==> config.mk <==
export PLATFORM = sky130hd
export DESIGN_NAME = bound_flasher_ctrl
export DESIGN_NICKNAME = d
export VERILOG_FILES = /design/src/rtl/bound_flasher_pkg.sv /design/src/rtl/bound_flasher_ctrl_edge_detect.sv /design/src/rtl/bound_flasher_ctrl.sv
export SDC_FILE = /design/constraint.sdc
export NUM_CORES = 1
export LEC_CHECK = 0
export CORE_MARGIN = 2
export CORE_UTILIZATION = 56
export DETAILED_ROUTE_END_ITERATION = 10
export PLACE_DENSITY = 0.78
export SYNTH_ARGS = -nofsm -noshare
export SYNTH_HDL_FRONTEND = slang
export SYNTH_SLANG_ARGS = --single-unit
==> constraint.sdc <==
create_clock -name clk -period 2.25 [get_ports clk]
set_input_delay 0.225 -clock clk [delete_from_list [all_inputs] [get_ports clk]]
set_output_delay 0.225 -clock clk [all_outputs]
set_load 0.01 [all_outputs]
==> src/rtl/bound_flasher_pkg.sv <==
// Shared definitions for the bound flasher: phase encoding, per-phase lamp targets
// and the kickback re-entry points.
package bound_flasher_pkg;

    typedef enum logic [2:0] {
        ST_IDLE  = 3'd0,
        ST_UP1   = 3'd1,
        ST_DOWN1 = 3'd2,
        ST_UP2   = 3'd3,
        ST_DOWN2 = 3'd4,
        ST_UP3   = 3'd5,
        ST_DOWN3 = 3'd6
    } state_t;

    localparam int unsigned LAMP_MAX  = 32'd16;
    localparam int unsigned TGT_UP1   = 32'd16;
    localparam int unsigned TGT_DOWN1 = 32'd5;
    localparam int unsigned TGT_UP2   = 32'd11;
    localparam int unsigned TGT_DOWN2 = 32'd0;
    localparam int unsigned TGT_UP3   = 32'd6;
    localparam int unsigned TGT_DOWN3 = 32'd0;

    localparam int unsigned KICK_DOWN1_AT  = 32'd5;
    localparam int unsigned KICK_DOWN2_MID = 32'd5;
    localparam int unsigned KICK_DOWN2_END = 32'd0;

    function automatic int unsigned target_of(input state_t s);
        case (s)
            ST_UP1:   return TGT_UP1;
            ST_DOWN1: return TGT_DOWN1;
            ST_UP2:   return TGT_UP2;
            ST_DOWN2: return TGT_DOWN2;
            ST_UP3:   return TGT_UP3;
            ST_DOWN3: return TGT_DOWN3;
            default:  return 32'd0;
        endcase
    endfunction

    function automatic logic is_up(input state_t s);
        return (s == ST_UP1) || (s == ST_UP2) || (s == ST_UP3);
    endfunction

    function automatic state_t next_phase(input state_t s);
        case (s)
            ST_UP1:   return ST_DOWN1;
            ST_DOWN1: return ST_UP2;
            ST_UP2:   return ST_DOWN2;
            ST_DOWN2: return ST_UP3;
            ST_UP3:   return ST_DOWN3;
            default:  return ST_IDLE;
        endcase
    endfunction

endpackage

==> src/rtl/bound_flasher_ctrl_edge_detect.sv <==
// Rising-edge detector for the user request; the history flop resets high so a
// level already present at reset release is not mistaken for a new request.
module edge_detect (
    input  logic clk,
    input  logic rst,
    input  logic sig,
    output logic rise
);

    logic sig_d;
    logic sig_q;

    // history input
    always_comb begin
        sig_d = sig;
    end

    // history register
    always_ff @(posedge clk) begin
        if (rst) begin
            sig_q <= 1'b1;
        end else begin
            sig_q <= sig_d;
        end
    end

    // edge output
    always_comb begin
        rise = sig & ~sig_q;
    end

endmodule

==> src/rtl/bound_flasher_ctrl.sv <==
// Bound flasher sequencer: sweeps lamp_cnt 0->16->5->11->0->6->0 one step per tick.
// Optional kickback (flick during DOWN1/DOWN2 re-enters an UP phase) is built only
// when BOUND_FLASHER_KICKBACK_EN is defined.
module bound_flasher_ctrl
    import bound_flasher_pkg::*;
#(
    parameter int CNT_W    = 5,
    parameter int STEP_DIV = 1
) (
    input  logic             clk,
    input  logic             rst,
    input  logic             flick,
    output logic [CNT_W-1:0] lamp_cnt,
    output logic             busy,
    output logic             done
);

    localparam logic [7:0]       PRESC_LAST = 8'(STEP_DIV - 1);
    localparam logic [CNT_W-1:0] LAMP_TOP   = CNT_W'(LAMP_MAX);
    localparam logic [CNT_W-1:0] LAMP_ZERO  = {CNT_W{1'b0}};

    state_t           state_q, state_d, kick_state_s;
    logic [CNT_W-1:0] lamp_cnt_q, lamp_cnt_d, tgt_s;
    logic [7:0]       presc_q, presc_d;
    logic             done_q, done_d;
    logic             start_s, tick_s, at_tgt_s, kick_s;

    edge_detect u_edge (
        .clk  (clk),
        .rst  (rst),
        .sig  (flick),
        .rise (start_s)
    );

    // state register
    always_ff @(posedge clk) begin
        if (rst) begin
            state_q    <= ST_IDLE;
            lamp_cnt_q <= LAMP_ZERO;
            presc_q    <= 8'd0;
            done_q     <= 1'b0;
        end else begin
            state_q    <= state_d;
            lamp_cnt_q <= lamp_cnt_d;
            presc_q    <= presc_d;
            done_q     <= done_d;
        end
    end

    // next-state, counter and prescaler logic
    always_comb begin
        tgt_s        = CNT_W'(target_of(state_q));
        at_tgt_s     = (lamp_cnt_q == tgt_s);
        tick_s       = (state_q != ST_IDLE) && (presc_q == PRESC_LAST);
        kick_s       = 1'b0;
        kick_state_s = state_q;
`ifdef BOUND_FLASHER_KICKBACK_EN
        if (flick && (state_q == ST_DOWN1) && (lamp_cnt_q == CNT_W'(KICK_DOWN1_AT))) begin
            kick_s       = 1'b1;
            kick_state_s = ST_UP1;
        end else if (flick && (state_q == ST_DOWN2) &&
                     ((lamp_cnt_q == CNT_W'(KICK_DOWN2_MID)) ||
                      (lamp_cnt_q == CNT_W'(KICK_DOWN2_END)))) begin
            kick_s       = 1'b1;
            kick_state_s = ST_UP2;
        end else begin
            kick_s       = 1'b0;
            kick_state_s = state_q;
        end
`endif
        state_d    = state_q;
        lamp_cnt_d = lamp_cnt_q;
        done_d     = 1'b0;
        // entry into UP1 always happens from IDLE or on a tick, so this also clears it there
        if ((state_q == ST_IDLE) || tick_s) begin
            presc_d = 8'd0;
        end else begin
            presc_d = presc_q + 8'd1;
        end
        case (state_q)
            ST_IDLE: begin
                lamp_cnt_d = LAMP_ZERO;
                if (start_s) begin
                    state_d = ST_UP1;
                end else begin
                    state_d = ST_IDLE;
                end
            end
            default: begin
                if (!tick_s) begin
                    state_d = state_q;
                end else if (kick_s) begin
                    state_d = kick_state_s;
                end else if (at_tgt_s) begin
                    state_d = next_phase(state_q);
                    done_d  = (state_q == ST_DOWN3);
                end else if (is_up(state_q)) begin
                    if (lamp_cnt_q < LAMP_TOP) begin
                        lamp_cnt_d = lamp_cnt_q + CNT_W'(1);
                    end else begin
                        lamp_cnt_d = lamp_cnt_q;
                    end
                end else begin
                    if (lamp_cnt_q != LAMP_ZERO) begin
                        lamp_cnt_d = lamp_cnt_q - CNT_W'(1);
                    end else begin
                        lamp_cnt_d = lamp_cnt_q;
                    end
                end
            end
        endcase
    end

    // outputs
    always_comb begin
        lamp_cnt = lamp_cnt_q;
        busy     = (state_q != ST_IDLE);
        done     = done_q;
    end

endmodule
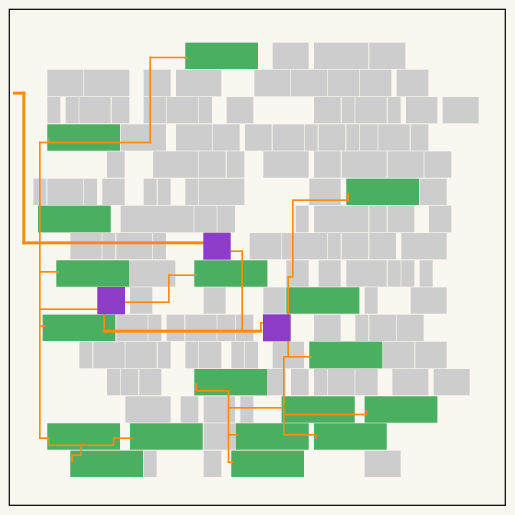
Figure 1: clock wires, drivers and flops.
(10 px per um)
[flip-flops] green | count: 18
[clock drivers] purple | count: 3
[clock wires] orange | length: 214 um
routed clock nets: 4

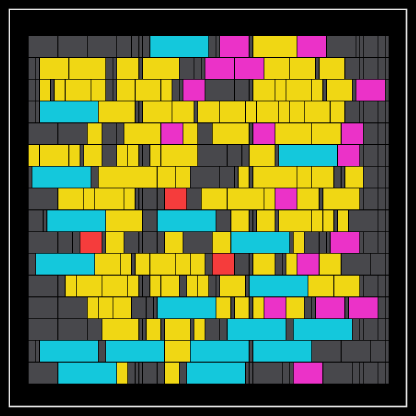
Figure 2: cell classes on the final placement.
(8 px per um) Fill, decap, tap and diode cells in grey.
| class | colour | cells |
|---|---|---|
| remaining buffers and delay cells | magenta | 17 |
| sequential cells | cyan | 18 |
| combinational and other logic | yellow | 108 |
| clock drivers | red | 3 |
Core Footprint: 1962 um2
Final Cell Area: 1334 um2

==> impl_metrics.yaml <==
# generated from flow reports
grt:
  track_usage_pct: 20.51
  grt_overflow: 0
  grt_antenna_before_repair: 0
  grt_pass1_wl_um: 4015
  grt_pass1_vias: 929
  grt_start_max_net_pins: 13
sta:
  worst_pin_slew_ps: 580.6
  setup_slack_ps: 200.2
  slew_viol_final: 0
  fmax_ghz: 0.4878
  fin_skew_ps: 3.568
  tns_ps: 0
  rsz0062_at_grt: "false"
  post-route-period-util_pct: 91.10
  max_slew_margin_pct: 61.15
  hold_violations: 0
  setup_viol: 0
  fin_crit_ps: 2050
synth:
  syn-num-nets: 143
  synth_warnings: 0
  avgSynthCellArea_um2: 8.835
  ys_types: 45
  area_leaders: "dfxtp_1 (31%), ha_1 (8.6%), xor2_1 (5.3%)"
  synth-edff-count: 0
  syn-cell-area_um2: 1157
  synth_top_cell_by_area: "dfxtp_1"
  ys_seq_elements: 18
  async_flop_share_pct: 0
  ys_cells: 131
  ys_seq_share_pct: 31.14
  synth_top_area_share_pct: 31.14
  flop_cell: "dfxtp_1"
  syn_inst: 131
  yosys_area_um2: 1157
flow_run:
  tool_warnings: 28
  max_cap_viol_count: 0
run_status:
  status: "finished, final reports clean"
route:
  wl_met2_um: 1093
  first_pass_iters: 4
  wl_met1_um: 1075
  viasPerCell: 5.584
  top_layer_used: "met4"
  drt-initial-drc-count: 22
  final_antenna_net_count: 0
  avgRoutedWirePerCell_um: 13.02
  route.met3.wl_um: 69
  drc: 0
  drt_wl_total_um: 2252
  vias: 966
critical_path:
  cp.arrival_ps: 2230
  slowest_stage: "dfxtp_1"
  reg2reg_to: "kick_state_s[2]$_SDFFE_PP0P_"
  reg2reg_slack_ps: 200
  crit_type: "flop to flop"
  startpoint_type: "flop"
  crit_path_max_fanout: 12
  r2r-start: "kick_state_s[2]$_SDFFE_PP0P_"
  worstPathCellList: "inv_1, ha_1, xor2_1, a221oi_2, o211ai_2, or2_4, mux2_4"
  path_buffers: 1
  critPathTopFamily: "flip-flops"
  cp-end-kind: "flop"
  worstPathRequired_ps: 2430
  max_stage_delay_ps: 520
  ff2ff_path_depth: 7
floorplanning:
  fp_util_pct: 58.99
  die_x_um: 49.46
  dieHeight_um: 49.46
  chip_area_um2: 2446
  num_rows: 16
  io_pins: 10
cells_and_area:
  seqCellArea_um2: 360.3
  n_antenna_cell: 0
  layout-drive-gt1-share_pct: 13.70
  syn2layout_area_growth_pct: 15.24
  logic_area_um2: 725.7
  fin_util_pct: 67.98
  fillers: 172
  layout.nets: 160
  final_common_cell: "dfxtp_1"
  final_cell_mix: "dfxtp_1 (18), inv_1 (11), nand2_1 (11)"
pwr:
  p_per_area_nw_per_um2: 430.4
  peakVddDrop_mv: 0.4133
  power.leakage_nw: 0.5682
worst_hold_path:
  hp-class: "flop to flop"
  hp-start: "presc_q[0]$_SDFF_PP0_"
  hold_end: "presc_q[0]$_SDFF_PP0_"
  whs_path_depth: 1
clocking:
  ctsHtreeMaxLevel: 1
  cts_made_buffers: 3
  clk_path_buf_depth: 2
  cts_tree: "yes"
  post_cts_buffers: 0
  cts_root_buffer: "clkbuf_4"
  clk_latency_ps: 290
  clkTransAtPathRegs_ps: 100
  cts_resized: 0
  hold_buffers: 0
  clock-sinks: 18
placement:
  place_ws_ps: 224.0
  gp_congestion: 0.8838
  portBuffers: 9
  hpwl_um: 1730
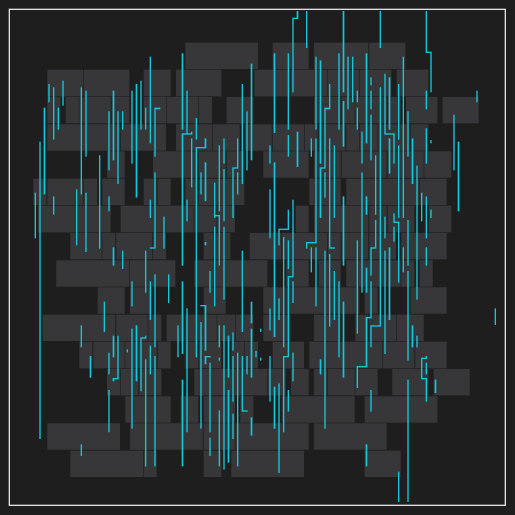
Figure 3: metal 2.
(10 px per um)
share of all routed wire: 49%
wire length on this layer: 1090 um
longest straight run: 29.6 um

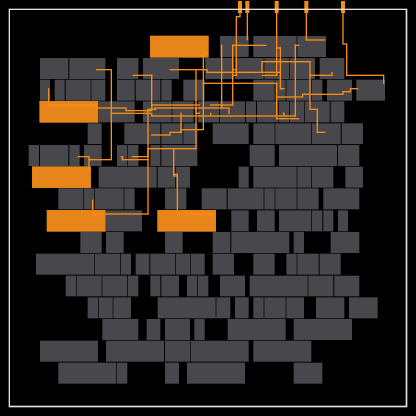
Figure 4: port wiring.
(8 px per um)
| port | colour | bits | direction | edge | end cells | wire |
|---|---|---|---|---|---|---|
| lamp_cnt | orange | 5 | output | top | 5 | 305 um |

==> layout make-up <==
type                    count  share of cell area [%]
multi-input cells          97                   54.41
flip-flops and latches     18                   27.02
repair buffers             17                   11.26
inverters                  11                   3.096
well taps                  27                   2.533
clock buffers               3                   1.689
==> cells by family after synthesis <==
kind of cell             Yosys count  synth area share, %
AND-OR/OR-AND                     22                15.03
XOR/XNOR                          11                8.324
flip-flops                        18                31.14
multiplexers                       4                3.892
adder cells (fa/ha/maj)            9                10.38
buffers and inverters             16                6.161
AND/OR/NAND/NOR                   51                25.08
==> worst register-to-register path, cell delays in order, from the launching register on <==
cell      delay, ps
dfxtp_1         520
inv_1           160
ha_1            220
xor2_1          150
a221oi_2        210
o211ai_2        130
or2_4           270
mux2_4          290
==> how the worst max path moves through the flow <==
stage | from | end | slack (ps) | cells after the start
floorplan | kick_state_s[2]$_SDFFE_PP0P_ | kick_state_s[2]$_SDFFE_PP0P_ | 220 | 8
global placement | kick_state_s[2]$_SDFFE_PP0P_ | kick_state_s[2]$_SDFFE_PP0P_ | 310 | 7
detailed placement | kick_state_s[2]$_SDFFE_PP0P_ | kick_state_s[2]$_SDFFE_PP0P_ | 220 | 7
CTS | kick_state_s[2]$_SDFFE_PP0P_ | kick_state_s[2]$_SDFFE_PP0P_ | 200 | 7
global route | kick_state_s[2]$_SDFFE_PP0P_ | kick_state_s[1]$_SDFFE_PP0P_ | 50 | 8
finish | kick_state_s[2]$_SDFFE_PP0P_ | kick_state_s[2]$_SDFFE_PP0P_ | 200 | 7
==> per-stage QoR <==
step / power, mW / instances / hold WS, ps / instance area (um2)
final: 0.5741 / 173 / 506.7 / 1334
after global routing: 0.6024 / 173 / 537.4 / 1334
after CTS: 0.5806 / 173 / 512.1 / 1334
after detailed placement: 0.4268 / 170 / 487.3 / 1311
after global placement: 0.4237 / 170 / 470.1 / 1311
after floorplan: 0.3939 / 131 / 331.6 / 1157
==> metal layers <==
layer | vias to the layer above | global-route usage, %
met2 | 12 | 36.26
met1 | 454 | 26.20
li1 | 498 | -
met5 | - | 0
met4 | 0 | 4.167
met3 | 2 | 3.636
==> sequential cells by signal, summed over array words and instances (netlist names) <==
register      flops
kick_state_s      3
presc_q           8
u_edge.sig_q      1
done              1
lamp_cnt          5
==> synthesized netlist by cell type (all sizes together), types with 2 or more instances <==
cell,number
dfxtp,18
ha,8
nand2b,2
nor2b,2
nor3,5
nand3,5
o211ai,3
a21oi,5
buf,4
nor4,3
nand2,11
mux2i,3
or2,2
nor2,9
a21o,2
inv,11
xor2,7
and3,4
xnor2,4
nor4b,2
nand4b,2
==> power by group <==
| part | internal, mW | switching (mW) | total (mW) |
|---|---|---|---|
| Sequential | 0.322 | 0.00417 | 0.326 |
| Clock | 0.0622 | 0.0923 | 0.154 |
| Combinational | 0.0456 | 0.0484 | 0.0939 |
Power figures rest on the tool's default switching activity, not on a simulated workload.
